$ cat config.mk
export PLATFORM = sky130hd
export DESIGN_NAME = data_memory_arbiter
export DESIGN_NICKNAME = d
export VERILOG_FILES = /design/src/rtl/mem_arb_pkg.sv /design/src/rtl/mem_bank_steer.sv /design/src/rtl/data_memory_arbiter.sv
export SDC_FILE = /design/constraint.sdc
export NUM_CORES = 1
export LEC_CHECK = 0
export CAP_MARGIN = 20
export CORE_UTILIZATION = 36
export CTS_CLUSTER_SIZE = 24
export DETAILED_ROUTE_END_ITERATION = 7
export GPL_ROUTABILITY_DRIVEN = 0
export PLACE_DENSITY = 0.9
export SYNTH_ARGS = -nofsm -noshare
export SYNTH_HDL_FRONTEND = slang
export SYNTH_SLANG_ARGS = --single-unit
$ cat constraint.sdc
create_clock -name clk -period 6 [get_ports clk]
set_input_delay 1.5 -clock clk [delete_from_list [all_inputs] [get_ports clk]]
set_output_delay 1.5 -clock clk [all_outputs]
set_load 0.03 [all_outputs]
$ cat src/rtl/mem_arb_pkg.sv
// Shared types and the read re-assembly helper for the data memory arbiter.
package mem_arb_pkg;

  typedef enum logic [0:0] {
    S_CPU      = 1'b0,
    S_AUX_LOCK = 1'b1
  } arb_state_t;

  typedef enum logic [0:0] {
    SZ_BYTE = 1'b0,
    SZ_HALF = 1'b1
  } size_t;

  typedef enum logic [0:0] {
    P_CPU = 1'b0,
    P_AUX = 1'b1
  } port_t;

  // Rebuilds a little-endian value from the two bank bytes; the low byte sits in the odd bank for odd addresses.
  function automatic logic [15:0] assembleRead(input logic half, input logic a0,
                                               input logic [7:0] evenByte, input logic [7:0] oddByte);
    logic [15:0] data;
    if (half) begin
      data = a0 ? {evenByte, oddByte} : {oddByte, evenByte};
    end else begin
      data = {8'h00, (a0 ? oddByte : evenByte)};
    end
    return data;
  endfunction

endpackage

$ cat src/rtl/mem_bank_steer.sv
// Combinational steering of one granted access onto the even/odd byte banks,
// plus re-assembly of the bank read data for the returning read.
module mem_bank_steer
  import mem_arb_pkg::*;
#(
  parameter int ADDR_W = 16
) (
  input  logic              reqValid,
  input  logic [ADDR_W-1:0] reqAddr,
  input  logic              reqWe,
  input  logic              reqSize,
  input  logic [15:0]       reqWdata,
  input  logic              retValid,
  input  logic              retA0,
  input  logic              retSize,
  input  logic [7:0]        even_rdata,
  input  logic [7:0]        odd_rdata,
  output logic [ADDR_W-2:0] even_addr,
  output logic [ADDR_W-2:0] odd_addr,
  output logic              even_we,
  output logic              odd_we,
  output logic [7:0]        even_wdata,
  output logic [7:0]        odd_wdata,
  output logic [15:0]       rdata
);

  localparam int BA_W = ADDR_W - 1;
  localparam logic [BA_W-1:0] BA_ONE = {{(BA_W-1){1'b0}}, 1'b1};

  logic [BA_W-1:0] bankAddr_s;
  logic [BA_W-1:0] bankAddrInc_s;
  logic            isHalf_s;

  assign bankAddr_s    = reqAddr[ADDR_W-1:1];
  assign bankAddrInc_s = bankAddr_s + BA_ONE;  // wraps at the top of the bank
  assign isHalf_s      = (size_t'(reqSize) == SZ_HALF);

  // Lane/address/write-enable steering for the granted access.
  always_comb begin
    even_addr  = {BA_W{1'b0}};
    odd_addr   = {BA_W{1'b0}};
    even_we    = 1'b0;
    odd_we     = 1'b0;
    even_wdata = 8'h00;
    odd_wdata  = 8'h00;
    if (reqValid) begin
      if (!reqAddr[0]) begin
        even_addr  = bankAddr_s;
        odd_addr   = bankAddr_s;
        even_wdata = reqWdata[7:0];
        odd_wdata  = reqWdata[15:8];
        even_we    = reqWe;
        odd_we     = reqWe & isHalf_s;
      end else begin
        // Odd halfword straddles: high byte lives in the next even word.
        odd_addr   = bankAddr_s;
        even_addr  = isHalf_s ? bankAddrInc_s : bankAddr_s;
        odd_wdata  = reqWdata[7:0];
        even_wdata = reqWdata[15:8];
        odd_we     = reqWe;
        even_we    = reqWe & isHalf_s;
      end
    end else begin
      even_we = 1'b0;
      odd_we  = 1'b0;
    end
  end

  // Read data is only driven while a read is returning.
  always_comb begin
    rdata = 16'h0000;
    if (retValid) begin
      rdata = assembleRead(retSize, retA0, even_rdata, odd_rdata);
    end else begin
      rdata = 16'h0000;
    end
  end

endmodule

$ cat src/rtl/data_memory_arbiter.sv
// Shares the byte-banked data memory between the cpu MEM stage and an auxiliary
// master: one grant per cycle, starvation relief for aux, bounded aux locking.
module data_memory_arbiter
  import mem_arb_pkg::*;
#(
  parameter int ADDR_W       = 16,
  parameter int STARVE_LIMIT = 8,
  parameter int MAX_LOCK     = 4
) (
  input  logic              clk,
  input  logic              reset,
  input  logic              cpu_req,
  input  logic [ADDR_W-1:0] cpu_addr,
  input  logic              cpu_we,
  input  logic              cpu_size,
  input  logic [15:0]       cpu_wdata,
  output logic              cpu_gnt,
  output logic              cpu_stall,
  output logic              cpu_rvalid,
  input  logic              aux_req,
  input  logic [ADDR_W-1:0] aux_addr,
  input  logic              aux_we,
  input  logic              aux_size,
  input  logic [15:0]       aux_wdata,
  input  logic              aux_lock,
  output logic              aux_gnt,
  output logic              aux_rvalid,
  output logic [15:0]       rdata,
  output logic [ADDR_W-2:0] even_addr,
  output logic [ADDR_W-2:0] odd_addr,
  output logic              even_we,
  output logic              odd_we,
  output logic [7:0]        even_wdata,
  output logic [7:0]        odd_wdata,
  input  logic [7:0]        even_rdata,
  input  logic [7:0]        odd_rdata
);

  localparam int STARVE_W = $clog2(STARVE_LIMIT + 1);
  localparam int LOCK_W   = $clog2(MAX_LOCK + 1);
  localparam logic [STARVE_W-1:0] STARVE_MAX = STARVE_W'(STARVE_LIMIT);
  localparam logic [STARVE_W-1:0] STARVE_ONE = {{(STARVE_W-1){1'b0}}, 1'b1};
  localparam logic [LOCK_W-1:0]   LOCK_LAST  = LOCK_W'(MAX_LOCK - 1);
  localparam logic [LOCK_W-1:0]   LOCK_ONE   = {{(LOCK_W-1){1'b0}}, 1'b1};

  arb_state_t          state_r;
  arb_state_t          stateNext_s;
  logic [STARVE_W-1:0] starveCnt_r;
  logic [LOCK_W-1:0]   lockCnt_r;
  logic                starveFull_s;
  logic                lockLast_s;
  logic                cpuGnt_s;
  logic                auxGnt_s;
  logic                gntAny_s;
  port_t               reqPort_s;
  logic [ADDR_W-1:0]   reqAddr_s;
  logic                reqWe_s;
  logic                reqSize_s;
  logic [15:0]         reqWdata_s;
  logic                cpuRvalid_r;
  logic                auxRvalid_r;
  logic                retA0_r;
  logic                retSize_r;

  assign starveFull_s = (starveCnt_r == STARVE_MAX);
  // The beat granted while lockCnt sits one below the cap is the final locked beat.
  assign lockLast_s   = (lockCnt_r >= LOCK_LAST);
  assign gntAny_s     = cpuGnt_s | auxGnt_s;

  // Arbiter state register.
  always_ff @(posedge clk or posedge reset) begin
    if (reset) begin
      state_r <= S_CPU;
    end else begin
      state_r <= stateNext_s;
    end
  end

  // Next-state logic: enter lock on a locked aux grant, leave when the burst ends or hits the cap.
  always_comb begin
    stateNext_s = state_r;
    case (state_r)
      S_CPU: begin
        if (auxGnt_s && aux_lock) begin
          stateNext_s = S_AUX_LOCK;
        end else begin
          stateNext_s = S_CPU;
        end
      end
      S_AUX_LOCK: begin
        if (!aux_req || !aux_lock || lockLast_s) begin
          stateNext_s = S_CPU;
        end else begin
          stateNext_s = S_AUX_LOCK;
        end
      end
      default: stateNext_s = S_CPU;
    endcase
  end

  // Grant logic; reset suppresses every grant immediately.
  always_comb begin
    cpuGnt_s = 1'b0;
    auxGnt_s = 1'b0;
    if (reset) begin
      cpuGnt_s = 1'b0;
      auxGnt_s = 1'b0;
    end else begin
      case (state_r)
        S_CPU: begin
          if (cpu_req && !(aux_req && starveFull_s)) begin
            cpuGnt_s = 1'b1;
          end else if (aux_req) begin
            auxGnt_s = 1'b1;
          end else begin
            cpuGnt_s = 1'b0;
            auxGnt_s = 1'b0;
          end
        end
        S_AUX_LOCK: auxGnt_s = aux_req;
        default: begin
          cpuGnt_s = 1'b0;
          auxGnt_s = 1'b0;
        end
      endcase
    end
  end

  // Consecutive aux beats within the current lock burst.
  always_ff @(posedge clk or posedge reset) begin
    if (reset) begin
      lockCnt_r <= {LOCK_W{1'b0}};
    end else if (stateNext_s == S_AUX_LOCK) begin
      lockCnt_r <= (state_r == S_CPU) ? LOCK_ONE : lockCnt_r + LOCK_ONE;
    end else begin
      lockCnt_r <= {LOCK_W{1'b0}};
    end
  end

  // Saturating count of cycles aux has waited while requesting.
  always_ff @(posedge clk or posedge reset) begin
    if (reset) begin
      starveCnt_r <= {STARVE_W{1'b0}};
    end else if (aux_req && !auxGnt_s) begin
      starveCnt_r <= starveFull_s ? starveCnt_r : starveCnt_r + STARVE_ONE;
    end else begin
      starveCnt_r <= {STARVE_W{1'b0}};
    end
  end

  // Select the granted port's request for the bank steering.
  always_comb begin
    reqPort_s  = P_CPU;
    reqAddr_s  = cpu_addr;
    reqWe_s    = cpu_we;
    reqSize_s  = cpu_size;
    reqWdata_s = cpu_wdata;
    if (auxGnt_s) begin
      reqPort_s = P_AUX;
    end else begin
      reqPort_s = P_CPU;
    end
    case (reqPort_s)
      P_AUX: begin
        reqAddr_s  = aux_addr;
        reqWe_s    = aux_we;
        reqSize_s  = aux_size;
        reqWdata_s = aux_wdata;
      end
      default: begin
        reqAddr_s  = cpu_addr;
        reqWe_s    = cpu_we;
        reqSize_s  = cpu_size;
        reqWdata_s = cpu_wdata;
      end
    endcase
  end

  // Read return pipe: which port gets rvalid next cycle and how to rebuild its data.
  always_ff @(posedge clk or posedge reset) begin
    if (reset) begin
      cpuRvalid_r <= 1'b0;
      auxRvalid_r <= 1'b0;
      retA0_r     <= 1'b0;
      retSize_r   <= 1'b0;
    end else begin
      cpuRvalid_r <= cpuGnt_s & ~cpu_we;
      auxRvalid_r <= auxGnt_s & ~aux_we;
      if (gntAny_s) begin
        retA0_r   <= reqAddr_s[0];
        retSize_r <= reqSize_s;
      end
    end
  end

  mem_bank_steer #(
    .ADDR_W(ADDR_W)
  ) uSteer (
    .reqValid  (gntAny_s),
    .reqAddr   (reqAddr_s),
    .reqWe     (reqWe_s),
    .reqSize   (reqSize_s),
    .reqWdata  (reqWdata_s),
    .retValid  (cpuRvalid_r | auxRvalid_r),
    .retA0     (retA0_r),
    .retSize   (retSize_r),
    .even_rdata(even_rdata),
    .odd_rdata (odd_rdata),
    .even_addr (even_addr),
    .odd_addr  (odd_addr),
    .even_we   (even_we),
    .odd_we    (odd_we),
    .even_wdata(even_wdata),
    .odd_wdata (odd_wdata),
    .rdata     (rdata)
  );

  assign cpu_gnt    = cpuGnt_s;
  assign aux_gnt    = auxGnt_s;
  assign cpu_stall  = cpu_req & ~cpuGnt_s;
  assign cpu_rvalid = cpuRvalid_r;
  assign aux_rvalid = auxRvalid_r;

endmodule

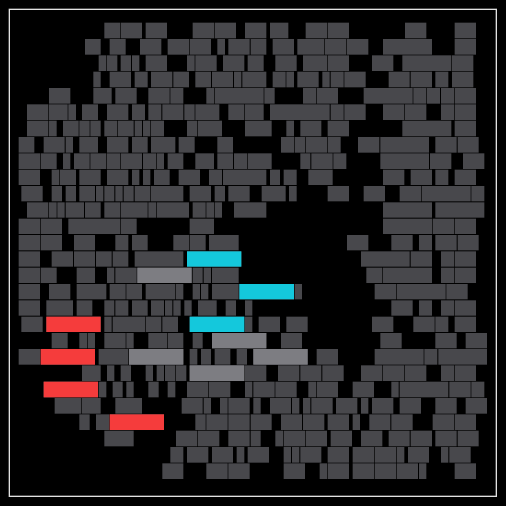
(run_1/ff_map.png)
Drawn at 6 px/um. Other sequential cells in the stronger gray, the rest of the logic in the fainter gray.
Key: lockCnt_r = cyan [sequential cells 3]; starveCnt_r = red [sequential cells 4, where lower left]
Another 5 sequential cells are not colored.

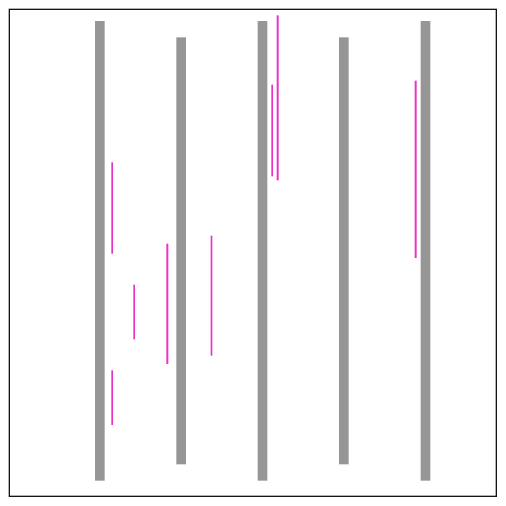
(run_1/m4.png)
Drawn at 6 px/um. Supply wires on this layer in gray.
The wires run mostly vertical. The layer carries 144 um of wire. The longest straight run is 29.2 um.

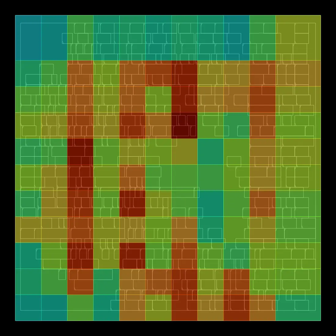
(run_1/congestion_map.png)
final core occ: 0.677
WL per Instance: 16.1 um
gr usage total: 0.231
met1 usage: 0.246

run 1: synthesized netlist by cell type (all sizes together), types with 4 or more instances:
cell / instances / area (um^2)
a211oi: 5 / 37.5
clkbuf: 6 / 22.5
nand2: 15 / 56.3
dfrtp: 12 / 300
buf: 10 / 83.8
nor3: 12 / 60.1
inv: 10 / 40.0
mux2i: 33 / 347
ha: 5 / 62.6
o21a: 5 / 37.5
xnor2: 4 / 35.0
o21ai: 6 / 30.0
mux2: 11 / 131
and2: 21 / 131
nor2: 44 / 165
nand4: 10 / 62.6
mux4: 16 / 360
nand3: 9 / 45.0
run 1: metal layers:
| layer | vias up | GRT usage |
|---|---|---|
| li1 | 1300 | - |
| met1 | 1299 | 0.246 |
| met2 | 125 | 0.456 |
| met3 | 18 | 0.0404 |
| met4 | 0 | 0.0625 |
| met5 | - | 0 |
==> flow_summary.yaml, run 1 <==
# implementation run metrics
synthesis:
  aoi_share: 0.0976
  netlist_area_mm2: 0.00224
  synth_area_per_cell_um2: 8.66
  synthCells: 259
  ys_sh_adder: 0.0279
  synth.distinct_cells: 45
  ys_cells: 259
  flop_cell: "dfrtp_1"
  xor_share: 0.0195
  synth_warnings: 0
sta:
  tightestPinTransition_ns: 0.832
  setup_viol_count_final: 0
  finalHoldViolations: 0
  finalMaxSlewViolations: 0
  finalCritPeriodShare: 0.964
  setup-tns-final_ns: 0
  skew_ns: 0.00436
routing:
  vias: 2742
  drt-initial-drc-count: 65
  routed_wl_um: 8080
  wl_met1_um: 3140
  drtPass1Iterations: 4
  route.detailed.drc: 0
  viasPerCell: 5.47
die:
  die_w_um: 80.9
  rows: 28
  initial_core_util: 0.377
  die_area_mm2: 0.00655
setup_path:
  cp-end-kind: "output pin"
  cp.required_ns: 4.50
  path_cells: "clkdlybuf4s50_1, nor2b_1, a21o_4, inv_4, buf_4, mux2_2, nor4_2, mux2_2, clkdlybuf4s50_1"
  critPathMaxStageDelay_ns: 0.59
  worst-path-max-fanout: 11
  crit_buf_inv: 4
  rr_endpoint: "retA0_r$_DFFE_PP0P_"
  ff2ff_path_depth: 9
  worstPathArrival_ns: 4.28
  r2r-start: "starveCnt_r[1]$_DFFE_PP0P_"
placement:
  place_hpwl_um: 6620
  place_area_mm2: 0.00396
  pre_cts_slack_ns: -0.108
clock_network:
  cts.sinks: 12
  cts_setup_buffers: 0
  root_buffer: "clkbuf_8"
  ctsHoldBuffers: 0
  cts_tree: "yes"
  cts.clk_slew.worst_paths_ns: 0.05
  insertion_delay_ns: 0.24
  clk_path_buf_depth: 2
cells_and_area:
  num_antenna_cells: 0
  logic_area_mm2: 0.00182
  n_all_inverters: 10
  logic_gates: 221
  seq_area_um2: 300
  layout-drive-gt1-share: 0.169
  layout_top_cell: "clkdlybuf4s50_1"
  nNonClkBuffers: 179
  reg_top3: "starveCnt_r (4), lockCnt_r (3)"
  n_clock_buffer: 4
  layout_top_cells: "clkdlybuf4s50_1, nor2_1, mux2i_1, buf_4, and2_1"
  nets: 521
  n_sequential_cell: 12
  fin_cells: 501
  final_area_mm2: 0.00403
  largest_reg_flops: 4
power_and_ir_drop:
  p_seq_frac: 0.192
  peakVddDrop_uv: 138
  powerComb_mw: 0.316
  p_per_area_mw_per_mm2: 124
  clkPwrFrac: 0.177
  leakagePower_nw: 1.58
  top_power_group: "combinational cells"
  finalPower_mw: 0.502
outcome:
  status: "complete, no violations"
global_routing:
  grt_first_pass_wirelength_um: 12000
  grt_overflow: 0
  grt_pass1_vias: 2614
  antenna_found_initial: 0
run:
  cap_viol_max_count: 0
  tool_warnings: 27
--- run 2 (diff from run 1) ---
--- a/constraint.sdc
+++ b/constraint.sdc
@@ -3,2 +3,2 @@
 set_output_delay 1.5 -clock clk [all_outputs]
-set_load 0.03 [all_outputs]
+set_load 0.05 [all_outputs]
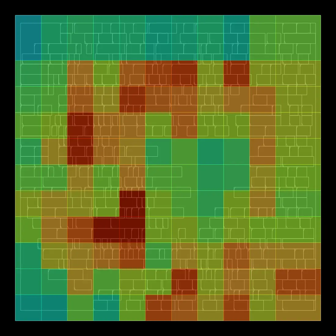
(run_2/congestion_map.png)
M2 GR Usage: 0.450
final core occ: 0.692
gr usage total: 0.229
met1 usage: 0.255
GR met3 Demand/Resource: 0.0393

==> flow_summary.yaml, run 2 <==
# implementation run metrics
cells_and_area:
  largest_reg_flops: 4
  n_sequential_cell: 12
  comb-cell-share: 0.440
  logic_gates: 221
  logic_area_mm2: 0.00182
  n_all_inverters: 10
  final_area_mm2: 0.00412
  fin_cells: 487
  n_clock_buffer: 3
  layout_top_cells: "clkdlybuf4s50_1, nor2_1, buf_4, mux2i_1, buf_12"
  layout_top_cell: "clkdlybuf4s50_1"
  layout-drive-gt1-share: 0.240
  nNonClkBuffers: 166
  seq_area_um2: 300
  reg_top3: "starveCnt_r (4), lockCnt_r (3)"
routing:
  routed_wl_um: 7860
  vias: 2651
  drtPass1Iterations: 4
  viasPerCell: 5.44
  route.detailed.drc: 0
  post_drt_wl_per_cell_um: 16.1
  drt-initial-drc-count: 98
synthesis:
  netlist_area_mm2: 0.00224
  top_cell: "nor2_1"
  synth_warnings: 0
  synth.distinct_cells: 45
  ys_sh_adder: 0.0279
  synthCells: 259
  top_cells_by_count: "nor2_1, mux2i_1, and2_1"
  xor_share: 0.0195
  top_area_cell: "mux4_2"
  aoi_share: 0.0976
  synth_area_per_cell_um2: 8.66
  flop_cell: "dfrtp_1"
  ys_cells: 259
power_and_ir_drop:
  p_per_area_mw_per_mm2: 132
  finalPower_mw: 0.546
  leakagePower_nw: 1.64
  peakVddDrop_uv: 115
clock_network:
  insertion_delay_ns: 0.24
  cts.sinks: 12
  cts_tree: "yes"
  root_buffer: "clkbuf_8"
  cts_setup_buffers: 0
  clk_path_buf_depth: 2
  cts.clk_slew.worst_paths_ns: 0.05
sta:
  finalHoldViolations: 0
  skew_ns: 0.00437
  setup-tns-final_ns: 0
  tightestPinTransition_ns: 0.807
  finalMaxSlewViolations: 0
  setup_viol_count_final: 0
  fin_ws_ns: 0.251
  finalCritPeriodShare: 0.958
  rsz0062_at_grt: "false"
placement:
  pre_cts_slack_ns: 0.104
  place_hpwl_um: 6610
  place_area_mm2: 0.00408
die:
  die_area_mm2: 0.00655
  ios: 158
  rows: 28
  die_w_um: 80.9
setup_path:
  cp.required_ns: 4.50
  path_cells: "clkdlybuf4s50_1, nor2b_1, a21o_4, inv_4, mux2i_1, inv_1, ha_1, nand2_1, mux2_4, a2111oi_2, mux2_2, buf_4"
  critical_path_class: "primary input to output pin"
  worst-path-max-fanout: 9
  start_kind: "primary input"
  crit_buf_inv: 4
  worstPathArrival_ns: 4.25
  cp-end-kind: "output pin"
  critPathMaxStageDelay_ns: 0.47
  r2r-start: "starveCnt_r[0]$_DFFE_PP0P_"
  rr_endpoint: "retA0_r$_DFFE_PP0P_"
global_routing:
  grt_first_pass_wirelength_um: 11900
  grt_pass1_vias: 2580
  grt_overflow: 0
  antenna_found_initial: 0
run:
  cap_viol_max_count: 0
outcome:
  status: "complete, no violations"
==> run 2: cell types whose count changed in the layout (fill, tap and decap cells not counted), sizes merged <==
cell           previous run  this run
dlygate4sd2               2         0
clkdlybuf4s50           143       107
clkbuf                    4         3
buf                      32        58
dlymetal6s2s              2         1
==> run 2: routing by layer <==
layer	track usage	share of wire
met3	0.0393	0.092
met2	0.450	0.52
met4	0.0375	0.0084
met5	0	0
met1	0.255	0.37
==> run 2: power breakdown <==
group	switching [mW]	leakage (nW)	internal, mW
Sequential	0.0100	0.161	0.0856
Combinational	0.201	1.46	0.177
Clock	0.0283	0.0216	0.0441
Total	0.239	1.64	0.307
==> run 2: repair_timing <==
item | 4_1_cts | 5_1_grt
setup endpoints to repair | 0 | 1
gates resized | 0 | 1
hold buffers | 0 | 0
Power is estimated from default activity; no workload was simulated.
